**Routed metal, one color a layer**

(2 px per micron)
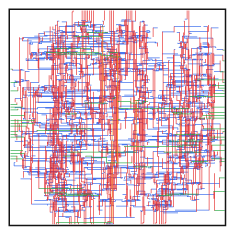
**Congestion heat map**

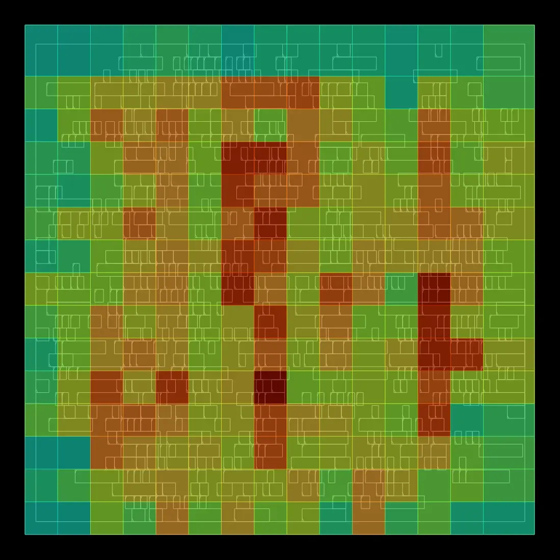
**M3 wires**

(2 px per micron) Cells faint in the background.
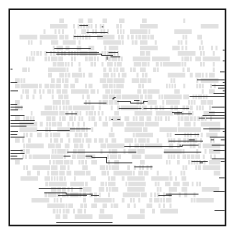
**Clock wires, drivers and flops**

(3 px per micron)
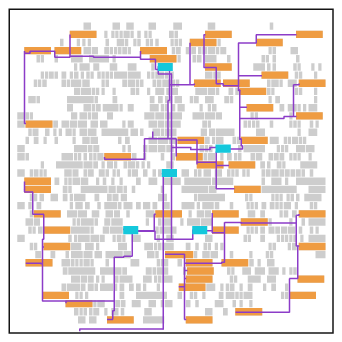
**Sequential cells colored by netlist name**

(2 px per micron) Other sequential cells in the stronger gray, the rest of the logic in the fainter gray.
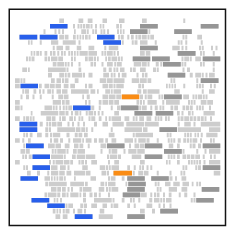
Design mu0_core, sky130hd; sources not shown.
==> flow_metrics.py <==
# Physical implementation metrics
metrics = {
    "place": {
        "placedCellCount": 843,
        "place_area_sq_um": 4850,
        "place.gp.congestion": 0.881,
    },
    "pwr": {
        "power_mw": 6.75,
        "p_seq_mw": 1.58,
        "seq_power_share": 0.234,
        "power.group.top": "combinational cells",
        "power.leakage_nw": 2.78,
        "power.density_nw_per_um2": 1200,
        "pwr-share-comb": 0.697,
        "powerComb_mw": 4.71,
    },
    "setup_path": {
        "critical-path-top-delay-family": "simple AND/OR/NAND/NOR gates",
        "end_kind": "flip-flop",
        "cp.depth": 17,
        "critPathLaunchType": "flip-flop",
        "crit_fanout": 7,
        "crit_buf_inv": 3,
        "cpMostUsedCell": "nand2_1",
    },
    "sta": {
        "hold_violations": 0,
        "tightest_slew_ps": 557,
        "worst_slack_ps": 125,
        "fin_tns_setup_ps": 0,
    },
    "global_routing": {
        "globalRoute.totalOverflow": 0,
        "met2_usage": 0.434,
        "grt_max_degree": 51,
        "grt_pass1_wl_microns": 21600,
    },
    "worst_hold_path": {
        "min_path_type": "in2reg",
    },
    "yosys": {
        "yosysMostFrequentCell": "nand2_1",
        "synthCells": 677,
        "yosys_register_bits": 50,
        "fa_ha_area_frac": 0.0691,
        "synth_area_per_cell_sq_um": 6.32,
        "syn_area_sq_um": 4280,
        "ys_cells": 677,
        "ff_type": "dfrtp_1",
        "largest_area_cell": "dfrtp_1",
        "simple_gate_share": 0.370,
    },
    "final_layout": {
        "finalNonFillerCells": 880,
        "lay_top_cells": "nand2_1 (206), inv_1 (77), buf_4 (71)",
        "diodes": 0,
        "layout_top_cell": "nand2_1",
    },
    "clocking": {
        "cts_root_buf": "clkbuf_8",
        "cts_tree": "yes",
        "hold_buffers": 2,
    },
    "floorplanning": {
        "num_rows": 37,
        "core_sq_um": 10400,
    },
    "routing": {
        "wl_met1_microns": 5740,
        "drtAntennaViolNets": 0,
    },
    "run_status": {
        "status": "finished, final reports clean",
    },
    "job": {
        "cap_violations": 0,
    },
}
About 'routed metal, one color a layer':
layer	color	wire length
M1	blue	5740 microns
M4	orange	190 microns
M3	green	739 microns
M2	red	6970 microns
Routed wire per std cell: 15.5 microns
via count: 4503

About 'congestion heat map':
gr busiest metal: met2
met3 usage: 0.0272

About 'M3 wires':
main direction	horizontal
nets with wire on the layer	68
longest straight run	34.3 microns
share of all routed wire	5.4%
wire length on this layer	739 microns
Post-Route WL: 13600 microns

About 'clock wires, drivers and flops':
[clock wires] purple | length: 831 microns
[clock-net drivers] cyan | count: 5
[flip-flops] orange | count: 50
flops lie	widely spread
clk_lat worst skew: 320 ps
clock share of power: 0.069
Power Clock: 0.464 mW

About 'sequential cells colored by netlist name':
netlist name	color	placed flops
`state_r`	orange	2
`acc_dbg`	blue	16
not colored	32
FF+latch area: 1250 sq um
Seq area share: 0.223

[final cells by class]
type	instances	area share
clock inverters	2	0.00267
flip-flops and latches	50	0.223
multi-input cells	510	0.538
repair buffers	80	0.122
well taps	136	0.0303
inverters	97	0.0719
clock buffers	5	0.0122
[kinds of logic after synthesis]
logic type               Yosys count
buffers and inverters            117
AND-OR/OR-AND                     88
adder cells (fa/ha/maj)           23
flip-flops                        50
AND/OR/NAND/NOR                  375
XOR/XNOR                          24
[worst register-to-register path, stage by stage (launching register included)]
cell,delay (ps)
dfrtp_1,400
inv_2,80
nand2_4,60
nor2_4,110
nand2_4,110
buf_6,170
o21ai_4,70
xor2_1,180
inv_1,100
ha_4,320
nand2_1,130
nor2_2,120
and3_1,190
a21oi_1,70
nand2_1,50
nand3_1,60
nand2_1,60
nand2_1,40
No activity file was given, so power comes from the tool's default toggle rates.
